===== src/rtl/i2c_bus_arbiter.sv =====
// rtl/i2c_bus_arbiter.sv - idle-gated round-robin arbiter for one shared open-drain I2C pad pair
module i2c_bus_arbiter #(
  parameter int NUM_REQ        = 2,
  parameter int IDLE_CYCLES    = 16,
  parameter int TIMEOUT_CYCLES = 65536
) (
  input  logic               io_clock,
  input  logic               io_resetn,
  input  logic [NUM_REQ-1:0] io_req,
  output logic [NUM_REQ-1:0] io_grant,
  input  logic [NUM_REQ-1:0] io_req_scl_write,
  input  logic [NUM_REQ-1:0] io_req_sda_write,
  output logic [NUM_REQ-1:0] io_req_scl_read,
  output logic [NUM_REQ-1:0] io_req_sda_read,
  input  logic               io_bus_scl_read,
  input  logic               io_bus_sda_read,
  output logic               io_bus_scl_write,
  output logic               io_bus_sda_write,
  output logic               io_busBusy,
  output logic               io_timeout
);

  localparam int PW = (NUM_REQ > 1) ? $clog2(NUM_REQ) : 1;
  localparam int IW = $clog2(IDLE_CYCLES + 1);
  localparam int TW = $clog2(TIMEOUT_CYCLES + 1);

  typedef enum logic [1:0] {ST_IDLE, ST_GRANT, ST_RELEASE} state_t;

  logic               scl_meta_q, scl_sync_q, sda_meta_q, sda_sync_q, sda_prev_q;
  logic [IW-1:0]      idle_cnt_q, idle_cnt_d;
  state_t             state_q, state_d;
  logic [NUM_REQ-1:0] grant_q, grant_d;
  logic [PW-1:0]      ptr_q, ptr_d, owner_q, owner_d, pick, ptr_after_owner;
  logic [TW-1:0]      tcnt_q, tcnt_d;
  logic               busy_q, busy_d, timeout_q, timeout_d;
  logic               found, start_det, stop_det, bus_idle, release_req, timeout_hit;
  int                 k;

  // Two-flop pad synchronizers plus previous SDA for edge detection; all preset to released bus
  always_ff @(posedge io_clock) begin
    if (!io_resetn) begin
      scl_meta_q <= 1'b1;
      scl_sync_q <= 1'b1;
      sda_meta_q <= 1'b1;
      sda_sync_q <= 1'b1;
      sda_prev_q <= 1'b1;
    end else begin
      scl_meta_q <= io_bus_scl_read;
      scl_sync_q <= scl_meta_q;
      sda_meta_q <= io_bus_sda_read;
      sda_sync_q <= sda_meta_q;
      sda_prev_q <= sda_sync_q;
    end
  end

  assign start_det = scl_sync_q & sda_prev_q & ~sda_sync_q;
  assign stop_det  = scl_sync_q & ~sda_prev_q & sda_sync_q;
  assign bus_idle  = (idle_cnt_q == IW'(IDLE_CYCLES));

  // Idle counter: saturating run length of a quiet, non-busy bus
  always_comb begin
    idle_cnt_d = '0;
    if (scl_sync_q && sda_sync_q && !busy_q) begin
      idle_cnt_d = bus_idle ? idle_cnt_q : idle_cnt_q + IW'(1);
    end
  end

  // Round-robin search: first requester at or after ptr, wrapping
  always_comb begin
    found = 1'b0;
    pick  = '0;
    k     = 0;
    for (int i = 0; i < NUM_REQ; i++) begin
      k = int'(ptr_q) + i;
      if (k >= NUM_REQ) k = k - NUM_REQ;
      if (!found && io_req[k]) begin
        found = 1'b1;
        pick  = PW'(k);
      end
    end
  end

  assign ptr_after_owner = (owner_q == PW'(NUM_REQ - 1)) ? '0 : owner_q + PW'(1);
  assign release_req     = ~io_req[owner_q];
  assign timeout_hit     = ~scl_sync_q && (tcnt_q == TW'(TIMEOUT_CYCLES - 1));

  // Next-state logic for the arbitration FSM, busy flag and timeout counter
  always_comb begin
    state_d   = state_q;
    grant_d   = grant_q;
    ptr_d     = ptr_q;
    owner_d   = owner_q;
    tcnt_d    = '0;
    timeout_d = 1'b0;
    busy_d    = busy_q;
    if (start_det) busy_d = 1'b1;
    else if (stop_det) busy_d = 1'b0;
    case (state_q)
      ST_IDLE: begin
        if (bus_idle && found) begin
          grant_d = NUM_REQ'(1) << pick;
          owner_d = pick;
          state_d = ST_GRANT;
        end
      end
      ST_GRANT: begin
        tcnt_d = scl_sync_q ? '0 : tcnt_q + TW'(1);
        if (release_req || timeout_hit) begin
          // A dropped request wins over a coincident timeout: that owner is done, not stuck
          timeout_d = timeout_hit & ~release_req;
          grant_d   = '0;
          ptr_d     = ptr_after_owner;
          tcnt_d    = '0;
          busy_d    = 1'b0;
          state_d   = ST_RELEASE;
        end
      end
      ST_RELEASE: begin
        if (bus_idle) state_d = ST_IDLE;
      end
      default: state_d = ST_IDLE;
    endcase
  end

  // Arbiter state registers
  always_ff @(posedge io_clock) begin
    if (!io_resetn) begin
      state_q    <= ST_IDLE;
      grant_q    <= '0;
      ptr_q      <= '0;
      owner_q    <= '0;
      tcnt_q     <= '0;
      busy_q     <= 1'b0;
      timeout_q  <= 1'b0;
      idle_cnt_q <= '0;
    end else begin
      state_q    <= state_d;
      grant_q    <= grant_d;
      ptr_q      <= ptr_d;
      owner_q    <= owner_d;
      tcnt_q     <= tcnt_d;
      busy_q     <= busy_d;
      timeout_q  <= timeout_d;
      idle_cnt_q <= idle_cnt_d;
    end
  end

  // Pad drive: only the granted master reaches the pads, and only while in GRANT
  always_comb begin
    io_bus_scl_write = 1'b0;
    io_bus_sda_write = 1'b0;
    if (state_q == ST_GRANT) begin
      for (int i = 0; i < NUM_REQ; i++) begin
        io_bus_scl_write = io_bus_scl_write | (grant_q[i] & io_req_scl_write[i]);
        io_bus_sda_write = io_bus_sda_write | (grant_q[i] & io_req_sda_write[i]);
      end
    end
  end

  assign io_grant        = grant_q;
  assign io_busBusy      = busy_q;
  assign io_timeout      = timeout_q;
  assign io_req_scl_read = {NUM_REQ{scl_sync_q}};
  assign io_req_sda_read = {NUM_REQ{sda_sync_q}};

endmodule

===== config.mk =====
export PLATFORM = sky130hd
export DESIGN_NAME = i2c_bus_arbiter
export DESIGN_NICKNAME = d
export VERILOG_FILES = /design/src/rtl/i2c_bus_arbiter.sv
export SDC_FILE = /design/constraint.sdc
export NUM_CORES = 1
export LEC_CHECK = 0
export ABC_AREA = 1
export CAP_MARGIN = 20
export CORE_ASPECT_RATIO = 1.4
export CORE_MARGIN = 10
export CORE_UTILIZATION = 30
export DETAILED_ROUTE_END_ITERATION = 8
export REMOVE_ABC_BUFFERS = 1
export SLEW_MARGIN = 10
export SYNTH_ARGS = -nofsm -noshare
export SYNTH_HDL_FRONTEND = slang
export SYNTH_SLANG_ARGS = --single-unit

===== constraint.sdc =====
create_clock -name io_clock -period 2.7 [get_ports io_clock]
set_clock_uncertainty 0.2 [all_clocks]
set_input_delay 0.405 -clock io_clock [delete_from_list [all_inputs] [get_ports io_clock]]
set_output_delay 0.405 -clock io_clock [all_outputs]
set_load 0.01 [all_outputs]

Figure 1. The metal 1 layer (run 1).
The bar under the picture is 20 µm long. Cells faint in the background.
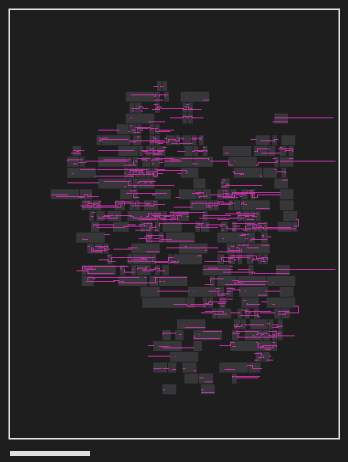
- main direction: horizontal
- longest straight run: 14.7 µm
- share of all routed wire: 43%
routed wire length: 3100 µm
via count: 1,329
met1 Track Usage GR: 8.23%

Figure 2. Zoomed window (run 1).
The bar under the picture is 5 µm long. Region (52, 71) to (72, 91) µm. Cells in gray, sequential cells in the stronger gray; small squares are vias.
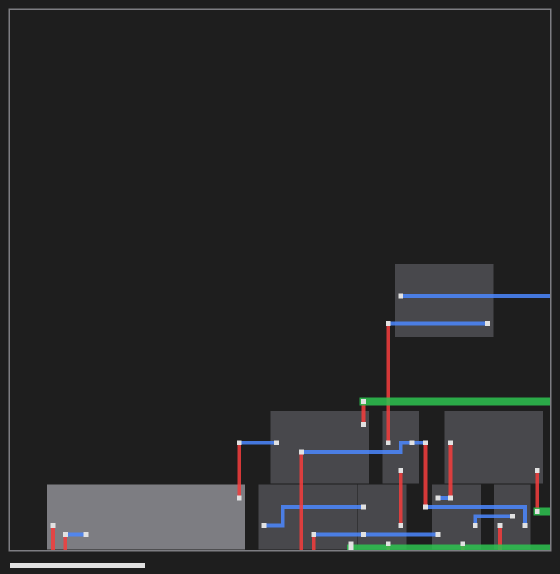
- metal 3: green
- metal 2: red
- metal 1: blue
- cells with their middle in the window: 9
- netlist names of flops here include: io_timeout (1)
- most frequent: clkdlybuf4s50_1 (4), nand2_1 (2), a21oi_1 (2)
- sequential cells in the window: 1

==> impl_metrics.ini, run 1 <==
; implementation run metrics
[outcome]
status = completed

[logic_synthesis]
ys_warn_count = 0
top_cells_by_area = dfxtp_1 (43%), nand2_1 (9.8%), nor2_1 (5.7%)
ys_seq_share_pct = 42.7
ys_ff = 35
top_area_share_pct = 42.7
ys_cells = 211
avgSynthCellArea_um2 = 7.77
synth_cells = 211
synth_area_um2 = 1640
ys_area_um2 = 1640
ys_types = 30

[timing]
setup_violations = 0
fin_crit_sh_pct = 84.6
slew_violations = 0
fin_setup_tns_ps = 0
fmax_ghz = 0.438
period_needed_ps = 2290
finalHoldViolCount = 0
grt_setup_unrepaired = false
worstMarginPinSlew_ps = 399
slew_headroom_pct = 73.4

[detailed_routing]
drt_iter0_drc = 45
wire_per_inst_um = 10.4
vias_per_cell = 4.44
drc = 0
firstDrtPassIters = 3
ant_nets = 0

[global_route]
grt_max_degree = 14
globalRouteOverflowTotal = 0
grt_pass1_wl_um = 5340
grtUsageTotal_pct = 7.65
antenna_found_initial = 0
grt_pass1_vias = 1225

[die]
fp_util_pct = 31.3
chipArea_um2 = 8870
ios = 20
fp.dieW_um = 82.5
die_h_um = 107
rows = 31
placeableCoreArea_um2 = 5240

[setup_path]
critPathKind = flip-flop to flip-flop
critPathLaunchType = flip-flop
crit_slowest_cell = dfxtp_1
crit_arrival_ps = 2250
required_ps = 2660
timing.rr.start = tcnt_q[0]$_SDFF_PP0_
crit_chain = ha_1 > nand2_2 > nor3_2 > nand3_1 > nor3b_2 > ha_1 > nand2_2 > nand3_1 > inv_2 > nand4_2 > nor2_1
cp_max_fo = 13
r2r_slack_ps = 410
worstReg2RegEnd = tcnt_q[10]$_SDFF_PP0_
rr_worst_depth = 11
max_stage_delay_ps = 370

[final_layout]
insertedDiodeCount = 0
syn_to_final_growth_pct = 21.2
lay_top_cells = nand2_1 (43), dfxtp_1 (35), nor2_1 (25)
drive_gt1_share_pct = 17.2
lay_top_count = nand2_1
layout.nets = 246

[job]
warnings = 26
drv_cap = 0

[power]
power_mw = 1.05
power_density_nw_per_um2 = 530
p_leak_nw = 0.707
peakVddDrop_v = 0.000191

[clock_network]
clock-sinks = 35
clkLatencyLatePin_ps = 290
root_buffer = clkbuf_8
cts_tree = yes
holdBufCountCts = 0
clkTransAtPathRegs_ps = 80
h-tree-depth = 2
clock_path_buffers = 2
cts_buffers = 5
cts.repair.resized = 0

[placement]
gp_congestion = 0.805
hpwl_um = 2440
io_buffer_count = 19

[hold_path]
hold_class = flip-flop to flip-flop
hold_end = scl_sync_q$_SDFF_PN1_
min_from = scl_meta_q$_SDFF_PN1_
holdPathStages = 1
Figure 3. Wiring heat map (run 1).
The die is cut into 16 by 21 equal tiles; white is low, dark blue is high, scaled to the fullest tile. Values are wire area over tile area, all layers added.
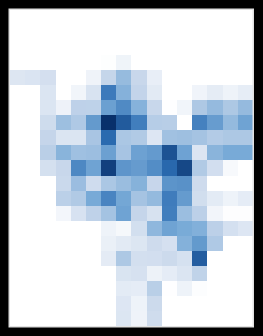
- emptiest ninth of the die: bottom left
- densest ninth of the die: middle
- nearly empty tiles: 52%

-- run 1: routing by layer --
layer,GRT usage (%),routed length [µm]
met3,3.26,222
met2,12.5,1480
met4,3.60,62
met5,0,0
met1,8.23,1340
-- run 1: final cells by class --
| cell class | instances | area (µm²) | share of cell area [%] |
|---|---|---|---|
| Sequential cell | 35 | 701 | 35.2 |
| Multi-Input combinational cell | 144 | 797 | 40.1 |
| Timing Repair Buffer | 19 | 190 | 9.57 |
| Clock inverter | 3 | 47.5 | 2.39 |
| Tap cell | 66 | 82.6 | 4.15 |
| Clock buffer | 5 | 68.8 | 3.46 |
| Inverter | 27 | 101 | 5.10 |
-- run 1: report_power, final --
part           internal, mW  switching [mW]  total, mW  leakage, nW
logic                0.0266          0.0215     0.0480        0.365
registers             0.523         0.00592      0.529        0.283
clock network         0.280           0.197      0.477       0.0587
-- run 1: worst max-delay path by stage --
stage                                     from               endpoint  slack (ps)
after detailed placement  tcnt_q[0]$_SDFF_PP0_   tcnt_q[2]$_SDFF_PP0_         420
after CTS                 tcnt_q[0]$_SDFF_PP0_  tcnt_q[10]$_SDFF_PP0_         390
after global routing      tcnt_q[0]$_SDFF_PP0_   tcnt_q[8]$_SDFF_PP0_         210
final                     tcnt_q[0]$_SDFF_PP0_  tcnt_q[10]$_SDFF_PP0_         410
after global placement     io_req_scl_write[1]       io_bus_scl_write         490
after floorplan           tcnt_q[0]$_SDFF_PP0_  tcnt_q[10]$_SDFF_PP0_         640
-- run 1: logic make-up after synthesis --
kind of cell | share of synthesized area, %
XOR/XNOR | 2.14
adder cells (fa/ha/maj) | 3.05
AND-OR/OR-AND | 8.24
buffers and inverters | 8.70
flip-flops | 42.7
AND/OR/NAND/NOR | 35.2
-- run 1: synthesized netlist by cell type, drive strengths merged --
library cell / n
nor2: 32
nand4: 7
ha: 4
xor2: 2
a21oi: 16
nor3b: 1
nor3: 5
or2: 9
dfxtp: 35
a211oi: 1
xnor2: 2
nor4: 1
nand2: 47
inv: 27
nand3: 12
o21ai: 4
o21bai: 1
buf: 5
-- run 1: critical path, delay by kind of cell (launching register included) --
family	cells	cell delay, ps
DFF	1	370
and+or+nand+nor	8	1160
buffers and inverters	1	50
adders and majority gates	2	370
-- run 1: metrics by stage --
| step | setup slack, ps | std cells | utilization (%) | hold WS (ps) | cell area [µm²] |
|---|---|---|---|---|---|
| after floorplan | 641 | 206 | - | 193 | 1600 |
| after detailed placement | 421 | 291 | 35.7 | 199 | 1870 |
| after global routing | 209 | 299 | 38.0 | 239 | 1990 |
| final | 415 | 299 | 38.0 | 208 | 1990 |
| after CTS | 388 | 299 | 38.0 | 214 | 1990 |
| after global placement | 494 | 291 | 35.7 | 197 | 1870 |
-- run 1: sequential cells by signal, indices dropped and copies added (netlist names) --
signal	cells
scl_meta_q	1
sda_prev_q	1
sda_sync_q	1
io_busBusy	1
idle_cnt_q	5
scl_sync_q	1
ptr_q	1
io_grant	2
sda_meta_q	1
state_q	2
tcnt_q	17
io_timeout	1
owner_q	1
Figure 4. Wiring by layer (run 1).
The bar under the picture is 20 µm long. Two of the layers only.
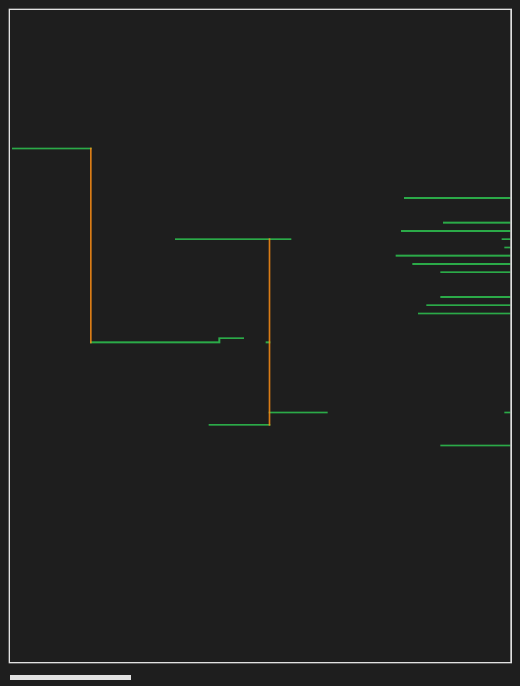

==> run 1 -> run 2 <==
==> constraint.sdc (replaced) <==
create_clock -name io_clock -period 2.26 [get_ports io_clock]
set_clock_uncertainty 0.2 [all_clocks]
set_input_delay 0.339 -clock io_clock [delete_from_list [all_inputs] [get_ports io_clock]]
set_output_delay 0.339 -clock io_clock [all_outputs]
set_load 0.01 [all_outputs]
Figure 5. Wiring by layer (run 2).
The bar under the picture is 20 µm long. Two of the layers only.
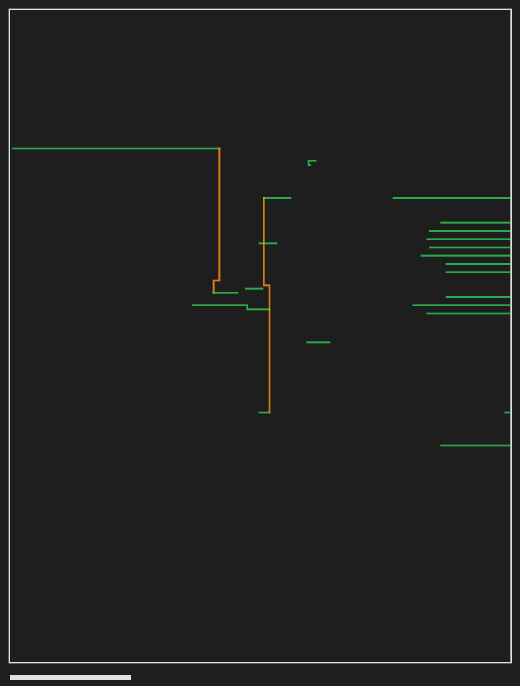
- metal 3: green (wire length 226 µm)
- metal 4: orange (wire length 61.0 µm)

Figure 6. Zoomed window (run 2).
The bar under the picture is 5 µm long. Region (52, 71) to (72, 91) µm. Cells in gray, sequential cells in the stronger gray; small squares are vias.
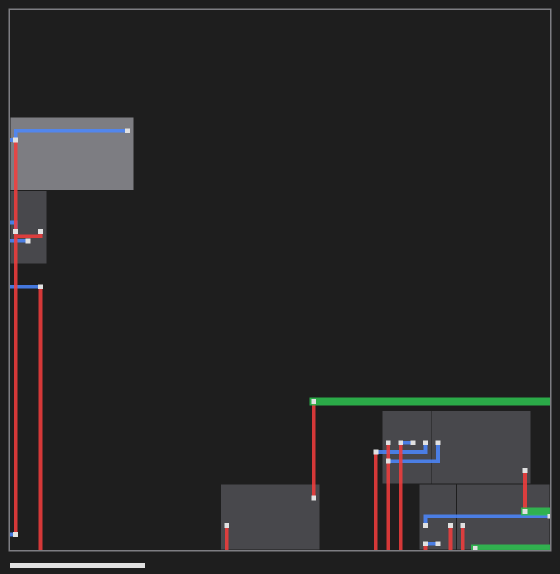

==> impl_metrics.ini, run 2 <==
; implementation run metrics
[outcome]
status = completed

[final_layout]
reg_top3 = tcnt_q x17, idle_cnt_q x5
lay_top_cells = nand2_1 (42), dfxtp_1 (33), nor2_1 (25)

[global_route]
use_met3_pct = 2.68
grt_pass1_vias = 1255
busiest_layer = met2
grt_pass1_wl_um = 5400

[logic_synthesis]
ys_area_um2 = 1640
top_cells_by_area = dfxtp_1 (43%), nand2_1 (9.8%), nor2_1 (5.7%)
synth_cells = 211
synth-edff-count = 0
ys_ff = 35
top_cell = nand2_1
ys_warn_count = 0
avgSynthCellArea_um2 = 7.77
ys_types = 30

[placement]
hpwl_um = 2490
io_buffer_count = 19
gp_congestion = 0.811

[setup_path]
crit_chain = inv_1 > nor2_4 > inv_1 > a21oi_1 > clkdlybuf4s50_1
startpoint = state_q[0]$_SDFFE_PN0P_
rr_worst_depth = 13
critPathLaunchType = flip-flop
crit_arrival_ps = 1620
timing.rr.start = tcnt_q[0]$_SDFF_PP0_
crit_cells = 5
required_ps = 1720

[die]
placeableCoreArea_um2 = 5240
ios = 20
fp_util_pct = 31.3

[clock_network]
clock_path_buffers = 2
cts_tree = yes

[timing]
setup_violations = 0
grt_setup_unrepaired = false
fin_setup_tns_ps = 0

[detailed_routing]
firstDrtPassIters = 4
ant_nets = 0
drt_iter0_drc = 31

[job]
drv_cap = 0
Figure 7. Wiring heat map (run 2).
The die is cut into 16 by 21 equal tiles; white is low, dark blue is high, scaled to the fullest tile. Values are wire area over tile area, all layers added.
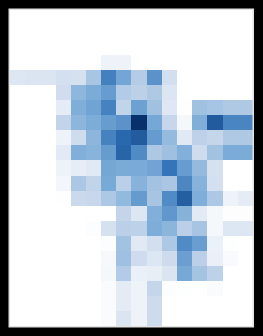
via count: 1,342
routed wire length: 3130 µm
GRT Total Usage: 7.64%
WL/cell: 10.4 µm

run 2: report_power, final:
group / switching [mW] / total [mW] / leakage [nW] / internal (mW)
Sequential: 0.00724 / 0.633 / 0.284 / 0.625
Combinational: 0.0268 / 0.0588 / 0.400 / 0.0320
Clock: 0.212 / 0.490 / 0.0515 / 0.278
run 2: through the flow:
step	worst slack, ps	cell area, µm²	cells	hold slack [ps]	power, mW
floorplan	201	1600	206	193	0.674
global placement	108	1880	292	195	0.704
finish	102	2010	300	217	1.18
detailed placement	20.9	1880	292	201	0.705
global route	2.13	2010	300	225	1.23
CTS	26.2	1980	300	216	1.20
run 2: path summary, 6_finish.rpt:
path,to,slack (ps)
max,io_bus_scl_write,100
min,scl_sync_q$_SDFF_PN1_,220
max reg2reg,tcnt_q[7]$_SDFF_PP0_,170
min reg2reg,scl_sync_q$_SDFF_PN1_,220
run 2: kinds of logic after synthesis:
| family | count (synthesis) | share of synthesized area, % |
|---|---|---|
| AOI/OAI and AO/OA | 22 | 8.24 |
| xor gates and xnor gates | 4 | 2.14 |
| adders and majority gates | 4 | 3.05 |
| buffers and inverters | 32 | 8.70 |
| DFF | 35 | 42.7 |
| and+or+nand+nor | 114 | 35.2 |
run 2: cell type report:
type	count	area [µm²]
fillers	547	3220
multi-input cells	144	827
flip-flops and latches	35	703
repair buffers	20	200
inverters	27	101
clock buffers	8	100
well taps	66	82.6
run 2: per-layer routing:
layer	routed length, µm	share of wire [%]	vias to the layer above
li1	-	-	714
met1	1310	42	597
met2	1530	49	26
met3	225	7.2	5
met4	61	1.9	0
met5	0	0	-
No activity file was given, so power comes from the tool's default toggle rates.
